File: config.mk
export PLATFORM = sky130hd
export DESIGN_NAME = switch_debounce
export DESIGN_NICKNAME = d
export VERILOG_FILES = /design/src/rtl/switch_debounce.sv
export SDC_FILE = /design/constraint.sdc
export NUM_CORES = 1
export LEC_CHECK = 0
export CORE_MARGIN = 5
export CORE_UTILIZATION = 32
export DETAILED_ROUTE_END_ITERATION = 8
export PLACE_DENSITY_LB_ADDON = 0.08
export SETUP_SLACK_MARGIN = 0.5
export SLEW_MARGIN = 40
export SYNTH_ARGS = -nofsm -noshare
export SYNTH_HDL_FRONTEND = slang
export SYNTH_SLANG_ARGS = --single-unit
File: constraint.sdc
create_clock -name clk -period 2.4 [get_ports clk]
set_input_delay 0.24 -clock clk [delete_from_list [all_inputs] [get_ports clk]]
set_output_delay 0.24 -clock clk [all_outputs]
set_load 0.005 [all_outputs]
File: src/rtl/switch_debounce.sv
// Switch input conditioner: two-flop synchronizer, per-channel stability
// counter, and registered level / rise / fall / toggle / changed outputs.
module switch_debounce #(
    parameter int WIDTH           = 4,
    parameter int DEBOUNCE_CYCLES = 50000,
    parameter int CNT_W           = 16
) (
    input  logic             clk,
    input  logic             rst_n,
    input  logic [WIDTH-1:0] switches,
    output logic [WIDTH-1:0] sw_state,
    output logic [WIDTH-1:0] sw_rise,
    output logic [WIDTH-1:0] sw_fall,
    output logic [WIDTH-1:0] sw_toggle,
    output logic             changed
);

    localparam logic [CNT_W-1:0] LP_CNT_LAST = CNT_W'(DEBOUNCE_CYCLES - 1);

    logic [WIDTH-1:0]            r_s1;
    logic [WIDTH-1:0]            r_s2;
    logic [WIDTH-1:0][CNT_W-1:0] r_cnt;
    logic [WIDTH-1:0]            r_state;
    logic [WIDTH-1:0]            r_rise;
    logic [WIDTH-1:0]            r_fall;
    logic [WIDTH-1:0]            r_toggle;
    logic                        r_changed;

    logic [WIDTH-1:0]            w_differ;
    logic [WIDTH-1:0]            w_accept;
    logic [WIDTH-1:0]            w_rise;
    logic [WIDTH-1:0]            w_fall;

    // Raw pins are asynchronous; only r_s2 is safe to use downstream.
    always_ff @(posedge clk or negedge rst_n) begin
        if (!rst_n) begin
            r_s1 <= '0;
            r_s2 <= '0;
        end else begin
            r_s1 <= switches;
            r_s2 <= r_s1;
        end
    end

    always_comb begin
        w_differ = r_s2 ^ r_state;
        w_accept = '0;
        for (int i = 0; i < WIDTH; i++) begin
            w_accept[i] = w_differ[i] && (r_cnt[i] == LP_CNT_LAST);
        end
    end

    assign w_rise = w_accept & r_s2;
    assign w_fall = w_accept & ~r_s2;

    // Agreement or acceptance clears the count, so it can never exceed LP_CNT_LAST.
    always_ff @(posedge clk or negedge rst_n) begin
        if (!rst_n) begin
            r_cnt <= '0;
        end else begin
            for (int i = 0; i < WIDTH; i++) begin
                if (!w_differ[i] || w_accept[i]) begin
                    r_cnt[i] <= '0;
                end else begin
                    r_cnt[i] <= r_cnt[i] + CNT_W'(1);
                end
            end
        end
    end

    always_ff @(posedge clk or negedge rst_n) begin
        if (!rst_n) begin
            r_state   <= '0;
            r_rise    <= '0;
            r_fall    <= '0;
            r_toggle  <= '0;
            r_changed <= 1'b0;
        end else begin
            r_state   <= r_state ^ w_accept;
            r_rise    <= w_rise;
            r_fall    <= w_fall;
            r_toggle  <= r_toggle ^ w_rise;
            r_changed <= |w_accept;
        end
    end

    assign sw_state  = r_state;
    assign sw_rise   = r_rise;
    assign sw_fall   = r_fall;
    assign sw_toggle = r_toggle;
    assign changed   = r_changed;

endmodule

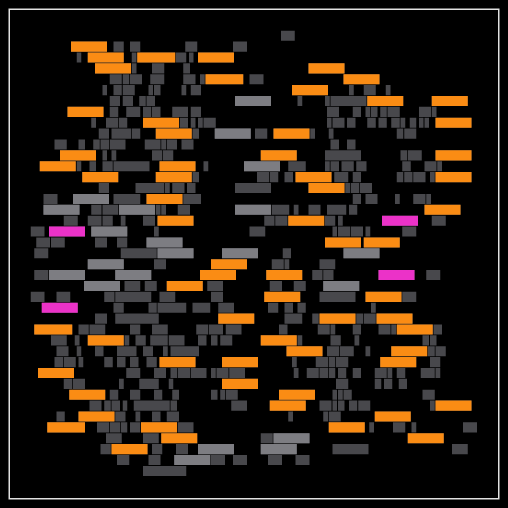
*Sequential cells colored by netlist name, run 1*
Scale: 4 px per um. Other sequential cells in the stronger gray, the rest of the logic in the fainter gray.
[`r_cnt`] orange | placed flops: 64 | where: spread over the die
[`sw_fall`] magenta | placed flops: 4
not colored: 21

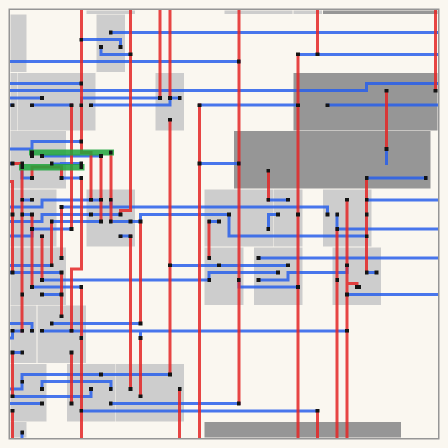
*A small window of the routed layout, run 1*
Window x 82 to 102, y 21 to 41 um. Cells in gray, sequential cells in the stronger gray; small squares are vias.
[metal 1] blue
[metal 2] red
[metal 3] green
netlist names of flops here include: `r_cnt` (2)
sequential cells in the window: 2
most frequent: nand4_1 (5), nand2_1 (3)
cells with their middle in the window: 20

==> CHANGELOG.md, run 1 <==
### Changed

- Critical path's slowest cell: or4_4
- Adder-cell share of the synthesized area: 0.01246
- Pre-Place Util: 0.3222
- Sink Count: 89
- Peak VDD IR: 0.2841 mV
- Port Buffers: 22
- Setup_tns: 0 ps
- Comb power frac: 0.036
- Pre-CTS setup slack: 264.2 ps
- Switching fraction of total power: 0.2082
- Reg2reg start: r_cnt[5]
- Max cap viols: 0
- Nets: 435
- Simple-Gate Fraction of Synth Area: 0.2573
- Hold Path Stages: 1
- Global routing met1 resource utilization: 0.1774
- Critical Path Stages: 4
- Initial antenna violation count: 0
- Synth async-reset ratio: 1.000
- Die area: 0.01489 mm2
- Final Hold Vio Count: 0
- GRT met3 Usage: 0.02878
- Top cells, area: dfrtp_1, xnor2_1, nor2_1, xor2_1, nand4_1
- Crit path DRT: 2620 ps
- Cell Area, Placed: 0.004492 mm2
- Post-Layout Cell Count: 602
- Yosys stat cell total: 372
- Hold buffers post-CTS: 1
- Pleak: 2.079 nW
- Status: complete, no violations
- Wl on met1: 4369 um
- Post-CTS sizing: 13
- ClkCell Share: 0.06305
- Largest cell class: flip-flops and latches
- Top cell area share: 0.5545
- Final setup violation count: 0
- Most numerous logic cell after layout: dfrtp_1
- XOR Share, Synth: 0.1330
- Cell-internal power: 2.536 mW
- Setup ws final: 406.5 ps
- Crit path max fanout: 5
- Non-clock buffers: 48
- Crit path DAT: 2220 ps
- Pwr/cell area: 623.0 mW/mm2
- CTS tree: yes
- Vias in the first global route: 2,894
- Post-route design area: 0.005140 mm2
- Post-DP HPWL: 5423 um
- Setup bufs post-CTS: 7
- Crit path launch type: flip-flop
- Syn_nets: 382
- Tap Cells: 172
- Flip-flops: 89
- Cell Type Count: 37
- Fillers: 1,235
- Syn avg cell area: 10.80 um2
- Number of enable flip-flop cells: 0
- Root Buffer: clkbuf_16
- Synth mux share: 0.01121
- Drt pass-1 iters: 4
- Critical path buffers and inverters: 1
- Tool Warnings: 29
- Reg area: 0.002232 mm2
- Ys flops: 89
- Post-DRT Antenna Nets: 0
- Worst Setup EP: r_cnt[1]
- Hold path endpoint: r_s1[3]
- Reg power frac: 0.482
- Largest net degree at the start of global routing: 58
- GRT overflow: 0
- Yosys stat chip area: 0.004016 mm2
- IO Count: 23
- Reg clk slew, reported paths: 60 ps
- Most frequent cells in the layout: dfrtp_1, nor2_1, xnor2_1
- Main logic family: simple AND/OR/NAND/NOR gates
- FF-to-FF End: r_cnt[1]
- Period utilisation layout: 0.8306
- Switching power: 0.6667 mW
- Critical path cell sequence: or4bb_1 -> or4_4 -> buf_4 -> and3_2
- Die Span Y: 122.0 um
- Top layer in use: met4
- Via density: 4.741
- Buffering overhead: 0.08155
- CP peak stage delay: 580 ps
- AO/OA Area Share: 0.01807
- Synth area leader: dfrtp_1
- Min-delay worst type: in -> reg
- First-pass GRT wire length: 14,410 um
- Max clock buf depth: 2
- Row count: 41
- Synth warnings: 0
- Placer Congestion: 0.7836
- DR WL met2: 3674 um
- Hold_sp: switches[3]
- Count of final max-slew check failures: 0
- CTS buffer count: 9
- Critical path startpoint: r_cnt[5]
- Non-CTS inverters: 5
- Met2 Use GR: 0.1733
- Slew margin rel.: 0.3993
- RSZ-0062 raised after global routing: yes
- Seq/total area: 0.4343
- Area grow syn2layout: 27.98%
- Layout cell share with drive strength beyond 1: 0.1884
- Core ar.: 0.01247 mm2
- Final Util: 0.4123
- Final hold slack: 337.1 ps
- Gate Area: 0.001931 mm2
- R2r setup slk: 410 ps
- Post-route DRC: 0
- Total power: 3.202 mW
- H-tree levels: 3
- ANT cells: 0
- #MultiIn Comb: 272
- Ys flop type: dfrtp_1
- CP Class: reg -> reg
- Most crowded layer after global routing: met1
- Fin crit period: 1994 ps
- Fmax: 501.6 MHz
- Most frequent cells after synthesis: dfrtp_1, nor2_1, xnor2_1, xor2_1, nand2_1
- Most common cell in the synthesized netlist: dfrtp_1
- Comb/total area: 0.3756
- Chip width: 122.0 um
- Worst Tran Pin Value: 898.0 ps
- Met3 routed WL: 240 um
- Clock skew: 6.016 ps
- Dpl cells: 567
- Clock Buffer Count: 14
- Initial DRC count: 116
- Register area share after synthesis: 0.5545
- Worst-case reg-to-reg path depth: 4
- Critical Path End Type: flip-flop
- Mapped Cells: 372
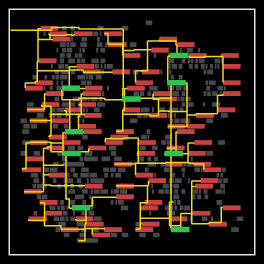
*Clock wires, drivers and flops, run 1*
Scale: 2 px per um.
[clock wires] yellow | length: 1,280 um
[flip-flops] red | count: 89
[clock drivers] green | count: 9
flops lie: spread over the die
routed clock nets: 10
clk ins delay skew pair: 340 ps
Clock Power: 1.54 mW
Clock power frac: 0.481

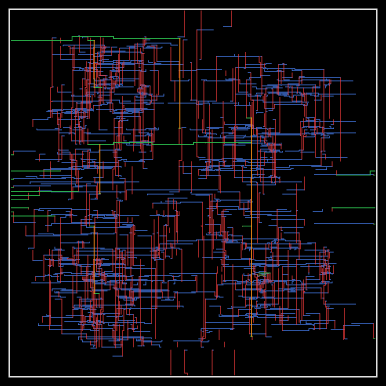
*Signal wires by layer, run 1*
Scale: 3 px per um.
[metal 1] blue | wire length: 4,370 um
[metal 4] orange | wire length: 157 um
[metal 3] green | wire length: 241 um
[metal 2] red | wire length: 3,670 um
Routed WL: 8442 um
GRT Resource Usage Total: 0.1227
average wire per standard cell: 14.02 um
total vias in the final route: 2,854

[run 1: power groups by stage]
stage / clock [mW] / sequential, mW / combinational [mW]
after detailed placement: 0 / 1.57 / 0.100
after CTS: 1.60 / 1.54 / 0.108
after floorplan: 0 / 1.57 / 0.0477
after global routing: 1.66 / 1.55 / 0.135
final: 1.54 / 1.54 / 0.117
after global placement: 0 / 1.57 / 0.0991
[run 1: worst reg2reg max path, stage by stage, from the launching register on]
cell and delay (ps):
dfrtp_1 400, or4bb_1 520, or4_4 580, buf_4 190, and3_2 190
[run 1: registers in the layout, indices dropped and copies added, names as in the netlist, named ones only]
name       cells
changed        1
sw_rise        4
r_cnt         64
r_s1           4
sw_fall        4
sw_toggle      4
r_s2           4
### Track usage over the die, run 1

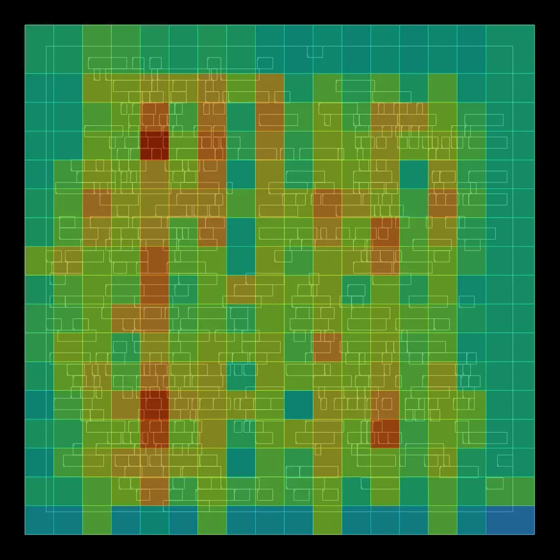

## Run 2: what changed since run 1
==> constraint.sdc (replaced) <==
create_clock -name clk -period 1.85 [get_ports clk]
set_input_delay 0.185 -clock clk [delete_from_list [all_inputs] [get_ports clk]]
set_output_delay 0.185 -clock clk [all_outputs]
set_load 0.005 [all_outputs]
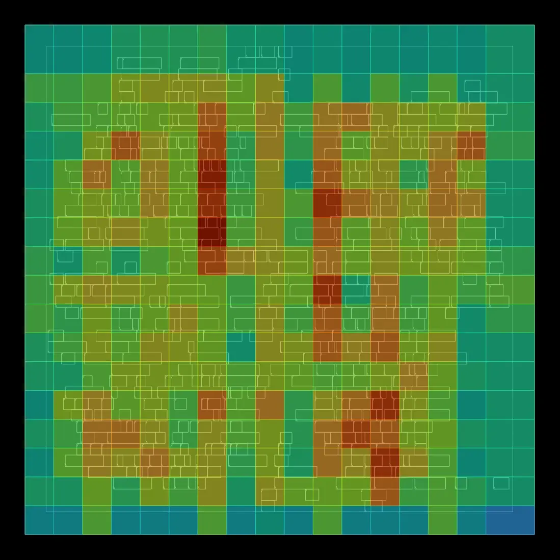
*Track usage over the die, run 2*
most crowded layer after global routing: met2
met2 Use GR: 0.2269

==> CHANGELOG.md, run 2 <==
### Changed

- Status: finished with violations
- Failing checks: setup timing
- Final Util: 0.4806 (+0.06825)
- Clock Buffer Count: 14 (unchanged)
- Peak VDD IR: 0.6242 mV (+120%)
- GRT overflow: 0 (unchanged)
- Syn avg cell area: 10.80 um2 (unchanged)
- Global routing met1 resource utilization: 0.1788 (+0.001358)
- Adder-cell share of the synthesized area: 0.01246 (unchanged)
- Syn_nets: 382 (unchanged)
- Flip-flops: 89 (unchanged)
- Tap Cells: 172 (unchanged)
- Met3 routed WL: 274 um (+14%)
- Routed WL: 9414 um (+12%)
- Die Span Y: 122.0 um (unchanged)
- Critical path cell sequence: or4b_1 -> or4_4 -> nor3b_4 -> xor2_1
- Setup_tns: -1423 ps (-1423 ps)
- Cell Type Count: 37 (unchanged)
- Synth mux share: 0.01121 (unchanged)
- Tool Warnings: 29 (unchanged)
- Total vias in the final route: 3,146 (+10%)
- GRT Resource Usage Total: 0.1381 (+0.01538)
- Post-DP HPWL: 5747 um (+6.0%)
- Crit path max fanout: 6 (+1)
- Number of flip-flops in the largest register: 64 (unchanged)
- Drt pass-1 iters: 4 (unchanged)
- Crit path launch type: flip-flop
- Initial DRC count: 99 (-15%)
- CP Class: reg -> reg
- Slew margin rel.: 0.4091 (+0.009760)
- Simple-Gate Fraction of Synth Area: 0.2573 (unchanged)
- Most frequent cells after synthesis: dfrtp_1, nor2_1, xnor2_1, xor2_1, nand2_1
- Hold buffers post-CTS: 1 (unchanged)
- Clk ins delay skew pair: 340 ps (about the same)
- Worst Tran Pin Value: 883.4 ps (-14.59 ps)
- Number of enable flip-flop cells: 0 (unchanged)
- Most frequent cells in the layout: dfrtp_1, buf_4, xnor2_1
- H-tree levels: 3 (unchanged)
- Ys flop type: dfrtp_1
- Setup ws final: -98.88 ps (-505.3 ps)
- Hold_sp: switches[3]
- Reg2reg start: r_cnt[7]
- Synth warnings: 0 (unchanged)
- Area grow syn2layout: 49.16%
- Total power: 3.916 mW (+22%)
- Period utilisation layout: 1.053 (+0.2228)
- Largest net degree at the start of global routing: 38 (-34%)
- ANT cells: 0 (unchanged)
- Final Hold Vio Count: 0 (unchanged)
- Post-CTS sizing: 91 (+78)
- Mapped Cells: 372 (unchanged)
- Vias in the first global route: 3,336 (+15%)
- Min-delay worst type: in -> reg
- Placer Congestion: 0.7712 (-1.6%)
- Pre-Place Util: 0.3222 (unchanged)
- Critical path's slowest cell: or4_4
- Gate Area: 0.002365 mm2 (+22%)
- Layout cell share with drive strength beyond 1: 0.4033 (+0.2149)
- Reg clk slew, reported paths: 60 ps (about the same)
- Top layer in use: met4
- Hold Path Stages: 1 (unchanged)
- Cell Area, Placed: 0.004827 mm2 (+7.5%)
- Top cell area share: 0.5545 (unchanged)
- Count of final max-slew check failures: 0 (unchanged)
- Max clock buf depth: 2 (unchanged)
- Final setup violation count: 34 (+34)
- Root Buffer: clkbuf_16
- Largest cell class: logic gates
- Crit path DAT: 2210 ps (about the same)
- Yosys stat chip area: 0.004016 mm2 (unchanged)
- Fin crit period: 1949 ps (-44.65 ps)
==> run 2: cell counts after synthesis <==
Identical to the previous run, type by type.
==> run 2: worst max-delay path, delay by kind of cell, from the launching register on <==
kind | cells | cell delay [ps]
XOR/XNOR | 1 | 150
flip-flops | 1 | 380
AND/OR/NAND/NOR | 3 | 1340
==> run 2: final timing paths <==
check                                to  slack [ps]
max                        sw_toggle[0]        -100
min                             r_s1[3]         290
max reg2reg                sw_toggle[0]        -100
min reg2reg                     r_s2[0]         350
max in group asynchronous     r_cnt[20]         890
min in group asynchronous     r_cnt[30]         370
==> run 2: where the power goes <==
part	total, mW	switching, mW	internal (mW)	leakage [nW]
combinational	0.204	0.121	0.0833	1.21
sequential	2.01	0.0329	1.98	1.20
clock	1.70	0.719	0.983	0.133
total	3.92	0.872	3.04	2.55
### Signal wires by layer, run 2

Scale: 3 px per um.
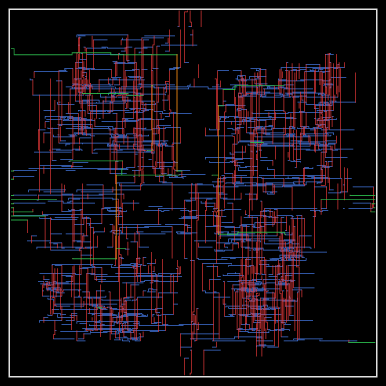

## Run 3: what changed since run 2
--- a/config.mk
+++ b/config.mk
@@ -9,6 +9,7 @@
 export CORE_UTILIZATION = 32
 export DETAILED_ROUTE_END_ITERATION = 8
 export PLACE_DENSITY_LB_ADDON = 0.08
+export REMOVE_ABC_BUFFERS = 1
 export SETUP_SLACK_MARGIN = 0.5
 export SLEW_MARGIN = 40
 export SYNTH_ARGS = -nofsm -noshare
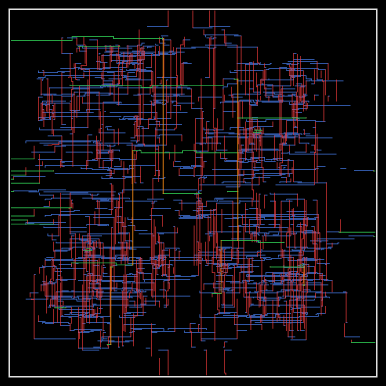
*Signal wires by layer, run 3*
Scale: 3 px per um.
[metal 1] blue | wire length: 4,580 um
[metal 3] green | wire length: 374 um
[metal 4] orange | wire length: 193 um
[metal 2] red | wire length: 4,430 um

==> CHANGELOG.md, run 3 <==
### Changed

- Status: finished with violations
- Failing checks: setup timing
- Vias in the first global route: 3,213 (-3.7%)
- Worst Setup EP: r_cnt[59]
- Worst Tran Pin Value: 452.5 ps (-430.9 ps)
- Clk ins delay skew pair: 350 ps (about the same)
- Routed WL: 9580 um (+1.8%)
- Largest net degree at the start of global routing: 32 (-16%)
- Setup_tns: -2026 ps (-603.2 ps)
- Slew margin rel.: 0.6956 (+0.2865)
- Most frequent cells in the layout: dfrtp_1, buf_4, xnor2_1
- Reg clk slew, reported paths: 60 ps (about the same)
- Clock skew: 5.951 ps
- CTS buffer count: 9
- Pre-Place Util: 0.3222 (unchanged)
- Largest reg by FF count: r_cnt
- Tool Warnings: 27 (-6.9%)
- Initial DRC count: 112 (+13%)
- Root Buffer: clkbuf_16
- Cell Area, Placed: 0.004790 mm2 (-0.78%)
- Crit path DAT: 2200 ps (about the same)
- Setup ws final: -105.3 ps (-6.373 ps)
- Post-DP HPWL: 5917 um (+3.0%)
- Count of final max-slew check failures: 0 (unchanged)
- GRT overflow: 0 (unchanged)
- Top layer in use: met4
- Syn avg cell area: 10.80 um2 (unchanged)
- Hold Path Stages: 1 (unchanged)
- Final Hold Vio Count: 0 (unchanged)
- Total vias in the final route: 3,161 (+0.48%)
- CTS tree: yes
- CP peak stage delay: 570 ps
- R2r setup slk: -110 ps (about the same)
- Worst-case reg-to-reg path depth: 5
- Critical path buffers and inverters: 1 (+1)
- Adder-cell share of the synthesized area: 0.01246 (unchanged)
- Pleak: 2.571 nW
- Most numerous logic cell after layout: dfrtp_1
- Final setup violation count: 35 (+2.9%)
- ANT cells: 0 (unchanged)
- Post-CTS sizing: 102 (+12%)
- Synth mux share: 0.01121 (unchanged)
- Ys flop type: dfrtp_1
- IO Count: 23
- Drt pass-1 iters: 4 (unchanged)
- Via density: 4.775
- Critical Path Stages: 5 (+1)
- Crit path max fanout: 8 (+2)
- Top cell area share: 0.5545 (unchanged)
- Row count: 41
- Synth warnings: 0 (unchanged)
- Hold_sp: switches[3]
- H-tree levels: 3 (unchanged)
- Placer Congestion: 0.7454 (-3.3%)
- Chip width: 122.0 um
- Period utilisation layout: 1.057 (+0.003445)
- Total power: 4.124 mW (+5.3%)
- Number of enable flip-flop cells: 0 (unchanged)
- Crit path max-delay family: simple AND/OR/NAND/NOR gates
- Area grow syn2layout: 50.03%
- Setup bufs post-CTS: 29
- Reg2reg start: r_cnt[55]
- Fin crit period: 1955 ps (+6.373 ps)
- AO/OA Area Share: 0.01807
- Mapped Cells: 372 (unchanged)
- Critical path cell sequence: or4b_4 -> or4_4 -> nand2_4 -> buf_12 -> nor2_2
- Final Util: 0.4834 (+0.002811)
- Global routing met1 resource utilization: 0.1859 (+0.007113)
- Die area: 0.01489 mm2
- Crit path launch type: flip-flop
- Hold path endpoint: r_s1[3]
- Layout cell share with drive strength beyond 1: 0.4041 (+0.0007895)
- Max clock buf depth: 2 (unchanged)
- Most crowded layer after global routing: met2
- XOR Share, Synth: 0.1330
- Hold buffers post-CTS: 1 (unchanged)
- Peak VDD IR: 0.6642 mV (+6.4%)
- Number of flip-flops in the largest register: 64 (unchanged)
- Die Span Y: 122.0 um (unchanged)
- Met2 Use GR: 0.2086 (-0.01830)
- Met3 routed WL: 373 um (+36%)
- Yosys stat chip area: 0.004016 mm2 (unchanged)
- Critical path's slowest cell: or4_4
- FF-to-FF End: r_cnt[59]
- Min-delay worst type: in -> reg
- Simple-Gate Fraction of Synth Area: 0.2573 (unchanged)
- Most frequent cells after synthesis: dfrtp_1, nor2_1, xnor2_1, xor2_1, nand2_1
- Most common cell in the synthesized netlist: dfrtp_1
- CP Class: reg -> reg
- Cell Type Count: 37 (unchanged)
- Wl on met1: 4579 um
- Critical path startpoint: r_cnt[55]
- GRT Resource Usage Total: 0.1393 (+0.001212)
==> run 3: where the power goes <==
part / leakage (nW) / total (mW) / internal (mW) / switching, mW
registers: 1.21 / 2.00 / 1.98 / 0.0263
clock network: 0.149 / 1.90 / 1.12 / 0.777
logic: 1.22 / 0.225 / 0.101 / 0.123
total: 2.57 / 4.12 / 3.20 / 0.926
==> run 3: cell type report <==
type | instances | area (um2) | area share
inverters | 5 | 18.77 | 0.003115
clock buffers | 12 | 256.5 | 0.04257
flip-flops and latches | 89 | 2235 | 0.3708
clock inverters | 4 | 51.30 | 0.008513
multi-input cells | 271 | 2240 | 0.3717
repair buffers | 109 | 1010 | 0.1676
well taps | 172 | 215.2 | 0.03571
Power is estimated from default activity; no workload was simulated.
